==> run_1/sizing.png <==
Drawn at 6 px/µm.
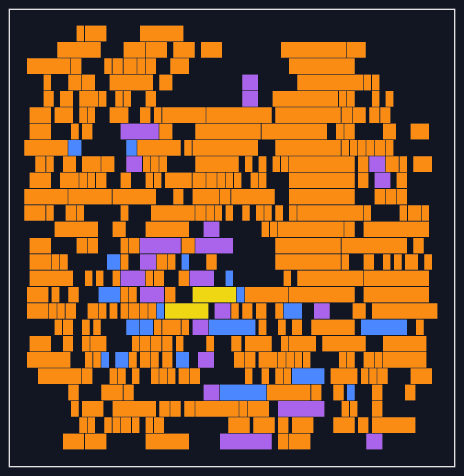
==> run_1/ff_map.png <==
Drawn at 4 px/µm. Other sequential cells in the stronger grey, the rest of the logic in the fainter grey.
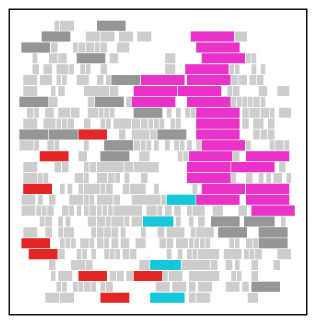
==> run_1/closeup.png <==
Window x 24 to 49, y 26 to 51 µm. Cells in grey, sequential cells in the stronger grey; small squares are vias.
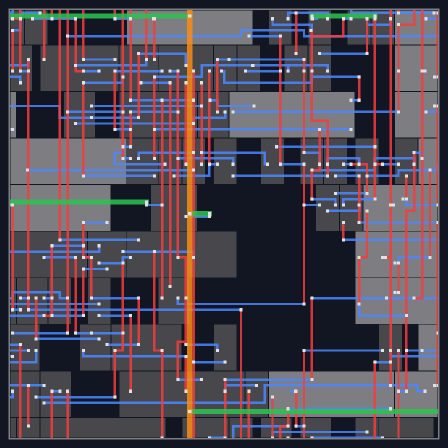
==> config.mk <==
export PLATFORM = sky130hd
export DESIGN_NAME = spike_aer_encoder
export DESIGN_NICKNAME = d
export VERILOG_FILES = /design/src/rtl/snn_pkg.sv /design/src/rtl/aer_event_fifo.sv /design/src/rtl/spike_aer_encoder.sv
export SDC_FILE = /design/constraint.sdc
export NUM_CORES = 1
export LEC_CHECK = 0
export ABC_AREA = 1
export CORE_AREA = 2 2 72 74
export CTS_BUF_LIST = sky130_fd_sc_hd__clkbuf_4
export CTS_CLUSTER_SIZE = 28
export DETAILED_ROUTE_END_ITERATION = 10
export DIE_AREA = 0 0 74 76
export GPL_TIMING_DRIVEN = 1
export PLACE_DENSITY_LB_ADDON = 0.2
export SLEW_MARGIN = 20
export SYNTH_ARGS = -nofsm -noshare
export SYNTH_HDL_FRONTEND = slang
export SYNTH_SLANG_ARGS = --single-unit
==> constraint.sdc <==
create_clock -name clk -period 2.33 [get_ports clk]
set_input_delay 0.3495 -clock clk [delete_from_list [all_inputs] [get_ports clk]]
set_output_delay 0.3495 -clock clk [all_outputs]
set_load 0.02 [all_outputs]
==> results_tabular.tex, run 1 <==
% Synthesis and place-and-route results
\begin{tabular}{lr}
\hline
Metric & Value \\
\hline
\multicolumn{2}{l}{\textbf{Synthesis}} \\
\quad Post-synthesis chip area from yosys & 2700 µm² \\
\quad Synth Area in Adders & 0.0352 \\
\quad Number of warnings printed during yosys synthesis & 0 \\
\quad Number of cells produced by synthesis & approximately 320 \\
\quad MUX area fraction & 0 \\
\quad Post-Syn Area & 2700 µm² \\
\quad Synth Area per Inst & between 8 and 9 µm² \\
\quad Largest non-sequential cell family by area & simple AND/OR/NAND/NOR gates \\
\multicolumn{2}{l}{\textbf{Critical path}} \\
\quad Data arrival at the endpoint of the critical path & between 1500 and 2000 ps \\
\quad Endpoint required time on the critical path & $\sim$2000 ps \\
\quad Crit path depth & 6 \\
\quad WS Path Type & reg2out \\
\quad Setup crit end kind & output pin \\
\quad Category of cells accounting for the largest share of critical-path delay & buffers and inverters \\
\quad Longest individual stage delay on the worst path & slightly above 400 ps \\
\quad Critical path launch point type & register \\
\multicolumn{2}{l}{\textbf{Power}} \\
\quad Worst supply voltage drop on vdd & 0.491 mV \\
\multicolumn{2}{l}{\textbf{Timing}} \\
\quad Finish-stage setup viols & 0 \\
\quad Final Cycle Share & 0.940 \\
\quad Max-slew headroom at the worst pin & 0.552 \\
\quad Setup skew after layout & 12.2 ps \\
\quad Highest Clock Rate & around 460 MHz \\
\quad Count of final hold-check violations & 0 \\
\multicolumn{2}{l}{\textbf{Clock network}} \\
\quad Clock transition at the registers of the reported paths & $\sim$140 ps \\
\quad TritonCTS sink count & 55 \\
\quad Maximum buffer depth of the clock tree & 2 \\
\quad Late-Pin Clk Latency & 370 ps \\
\multicolumn{2}{l}{\textbf{Status}} \\
\quad Result of the run & finished clean \\
\multicolumn{2}{l}{\textbf{Global route}} \\
\quad Pin count of the biggest net entering global routing & 19 \\
\multicolumn{2}{l}{\textbf{Min path}} \\
\quad Worst min path class & reg2reg \\
\multicolumn{2}{l}{\textbf{Layout}} \\
\quad Number of diodes added for antenna fixing & 0 \\
\quad Number of nets in the finished design & between 300 and 400 \\
\multicolumn{2}{l}{\textbf{Routing}} \\
\quad Routed wire length per instance & between 10 and 15 µm \\
\quad Violation count after the first detailed-route iteration & $\sim$81 \\
\hline
\end{tabular}
Notes on sizing.png above:
| size | colour | cells |
|---|---|---|
| x6 and larger | yellow | 2 |
| x2 | blue | 19 |
| x3 and x4 | purple | 21 |
| x1 and smaller | orange | 315 |
Layout Area Growth over Synthesis: 17.8%
final design instance area without fill: 3180 µm²

Notes on ff_map.png above:
| netlist name | colour | placed flops |
|---|---|---|
| `u_fifo.level` | cyan | 4 |
| `pending_q` | red | 8 |
| `u_fifo.mem` | magenta | 24 |
not coloured: 19
Sequential cell area: 1350 µm²
power drawn by the sequential cells: 1.30 mW
Post-Route Utilization: 0.648
sequential share of cell area: 0.424

Notes on closeup.png above:
| layer | colour |
|---|---|
| M4 | orange |
| M2 | red |
| M1 | blue |
| M3 | green |
cells with their middle in the window: 50
most frequent: nor2_1 (13), nand2_1 (6)
sequential cells in the window: 5

run 1: synthesized netlist by cell type (all sizes together):
library cell / instances / area (µm²)
dfxtp: 31 / 621
nand2: 46 / 188
nand4: 9 / 56.3
edfxtp: 24 / 721
xnor2: 4 / 35.0
or2: 1 / 6.26
xor2: 3 / 26.3
inv: 35 / 131
nor3: 1 / 5.00
nor4: 1 / 6.26
o22ai: 3 / 18.8
o21ai: 37 / 185
ha: 6 / 75.1
nor2: 65 / 299
a31oi: 3 / 18.8
nand3b: 1 / 7.51
clkbuf: 4 / 15.0
a311oi: 1 / 8.76
fa: 1 / 20.0
a21oi: 29 / 145
and3: 1 / 6.26
o21bai: 1 / 18.8
clkinv: 1 / 3.75
nand3: 11 / 85.1
run 1: cells by family after synthesis:
| logic type | after synthesis |
|---|---|
| fa+ha+maj | 7 |
| compound gates | 74 |
| flops | 55 |
| buf+inv | 40 |
| simple gates | 136 |
| xor+xnor | 7 |
run 1: worst min-delay path, stage by stage, from the launching register on:
cell and delay (ps):
sky130_fd_sc_hd__dfxtp_1 340, sky130_fd_sc_hd__inv_1 50, sky130_fd_sc_hd__a21oi_1 60
run 1: layer usage:
layer	vias to the layer above	global-route usage	wire length, µm
met2	24	0.346	2710
met4	0	0.0636	70
met3	7	0.0410	124
met5	-	0	0
met1	1043	0.254	2460
li1	1151	-	-
run 1: power by group:
| part | switching [mW] | internal [mW] | leakage (nW) |
|---|---|---|---|
| clock | 0.279 | 0.129 | 0.0317 |
| sequential | 0.136 | 1.16 | 0.476 |
| combinational | 0.710 | 0.479 | 0.727 |
run 1: what timing repair did:
item                                    CTS  global route
endpoints found under the hold margin     0             0
gates resized                             3             9
endpoints found under the setup margin    3             4
run 1: area by class of cell:
class / instances / share of cell area
Multi-Input combinational cell: 224 / 0.387
Timing Repair Buffer: 34 / 0.101
Inverter: 36 / 0.0425
Tap cell: 70 / 0.0275
Sequential cell: 55 / 0.424
Clock buffer: 6 / 0.0142
Clock inverter: 2 / 0.00393
run 1: metrics by stage:
step                      setup WS [ps]  hold WS, ps  cells  instance area [µm²]
after global placement              174          452    419                 3100
final                               141          474    427                 3180
after floorplan                    82.7          433    319                 2700
after global routing               21.3          516    427                 3180
after detailed placement           93.0          455    419                 3100
after CTS                          70.4          475    427                 3150
--- run 2 (diff from run 1) ---
- CTS_CLUSTER_DIAMETER: not set -> 100
==> run_2/closeup.png <==
Window x 24 to 49, y 26 to 51 µm. Cells in grey, sequential cells in the stronger grey; small squares are vias.
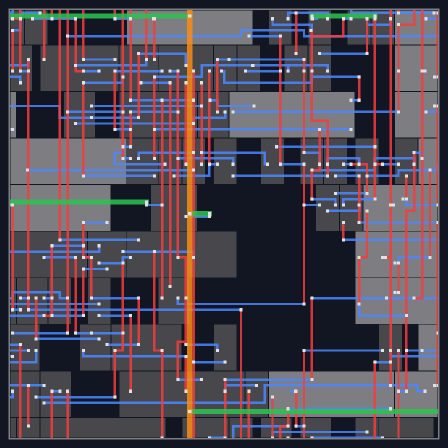
| layer | colour |
|---|---|
| M3 | green |
| M1 | blue |
| M4 | orange |
| M2 | red |
cells with their middle in the window: 50
sequential cells in the window: 5
most frequent: nor2_1 (13), nand2_1 (6)

==> results_tabular.tex, run 2 <==
% Synthesis and place-and-route results
\begin{tabular}{lr}
\hline
Metric & Value \\
\hline
\multicolumn{2}{l}{\textbf{Status}} \\
\quad Result of the run & finished clean \\
\multicolumn{2}{l}{\textbf{Synthesis}} \\
\quad Number of cells produced by synthesis & roughly 320 \\
\quad Most frequently used flop master after synthesis & sky130\_fd\_sc\_hd\_\_dfxtp\_1 \\
\quad Most area-hungry cell type in the Yosys netlist & sky130\_fd\_sc\_hd\_\_edfxtp\_1 \\
\quad Top post-synthesis cells by area & sky130\_fd\_sc\_hd\_\_edfxtp\_1 27\%, sky130\_fd\_sc\_hd\_\_dfxtp\_1 23\%, sky130\_fd\_sc\_hd\_\_nor2\_1 8.1\% \\
\quad Post-Syn Area & $\sim$2700 µm² \\
\quad Commonest cells in the synthesized netlist & 58 x sky130\_fd\_sc\_hd\_\_nor2\_1, 42 x sky130\_fd\_sc\_hd\_\_nand2\_1, 31 x sky130\_fd\_sc\_hd\_\_dfxtp\_1 \\
\multicolumn{2}{l}{\textbf{Layout}} \\
\quad Post-Route Utilization & 0.648 \\
\quad Number of nets in the finished design & approximately 380 \\
\quad Final design instance area without fill & around 3200 µm² \\
\quad Number of diodes added for antenna fixing & 0 \\
\multicolumn{2}{l}{\textbf{Clock network}} \\
\quad Late-Pin Clk Latency & about 370 ps \\
\quad Maximum buffer depth of the clock tree & 2 \\
\quad Clock transition at the registers of the reported paths & $\sim$140 ps \\
\multicolumn{2}{l}{\textbf{Routing}} \\
\quad Violation count after the first detailed-route iteration & between 80 and 90 \\
\quad Routed wire length per instance & between 10 and 15 µm \\
\quad Wire length on met1 & 2460 µm \\
\multicolumn{2}{l}{\textbf{Critical path}} \\
\quad WS Path Type & reg2out \\
\quad Data arrival at the endpoint of the critical path & 1840 ps \\
\quad Endpoint required time on the critical path & just under 2000 ps \\
\multicolumn{2}{l}{\textbf{Timing}} \\
\quad Final Cycle Share & 0.940 \\
\quad Finish-stage setup viols & 0 \\
\quad Count of final hold-check violations & 0 \\
\multicolumn{2}{l}{\textbf{Min path}} \\
\quad Worst min path class & reg2reg \\
\multicolumn{2}{l}{\textbf{Global route}} \\
\quad Pin count of the biggest net entering global routing & 19 \\
\hline
\end{tabular}
-- run 2: cell counts after synthesis --
Identical to the previous run, type by type.
-- run 2: where the power goes --
| group | internal, mW | leakage, nW | switching, mW | total [mW] |
|---|---|---|---|---|
| Sequential | 1.16 | 0.476 | 0.136 | 1.30 |
| Clock | 0.129 | 0.0317 | 0.279 | 0.407 |
| Combinational | 0.479 | 0.727 | 0.710 | 1.19 |
-- run 2: cells by family after synthesis --
group,share of synthesized area
buffers and inverters,0.0556
xor gates and xnor gates,0.0227
adders and majority gates,0.0352
and+or+nand+nor,0.244
DFF,0.496
AOI/OAI and AO/OA,0.146
-- run 2: critical path, stage by stage (launching register included) --
cell and delay, ps:
sky130_fd_sc_hd__dfxtp_1 410, sky130_fd_sc_hd__inv_1 180, sky130_fd_sc_hd__o21ai_0 130, sky130_fd_sc_hd__o22ai_1 160
sky130_fd_sc_hd__o21ai_1 90, sky130_fd_sc_hd__a31oi_1 150, sky130_fd_sc_hd__dlygate4sd2_1 350
-- run 2: layer usage --
layer,track usage,vias up
met5,0,-
met4,0.0636,0
met3,0.0410,7
met2,0.346,24
met1,0.254,1043
li1,-,1151
-- run 2: timing repair --
| action | 4_1_cts | 5_1_grt |
|---|---|---|
| gates resized | 3 | 9 |
| setup endpoints to repair | 3 | 4 |
| cloned | 0 | 0 |
-- run 2: cell type report --
class / count / area [µm²]
Clock buffer: 6 / 45.0
Clock inverter: 2 / 12.5
Fill cell: 401 / 1730
Inverter: 36 / 135
Multi-Input combinational cell: 224 / 1230
Sequential cell: 55 / 1350
Tap cell: 70 / 87.6
Timing Repair Buffer: 34 / 322
No activity file was given, so power comes from the tool's default toggle rates.
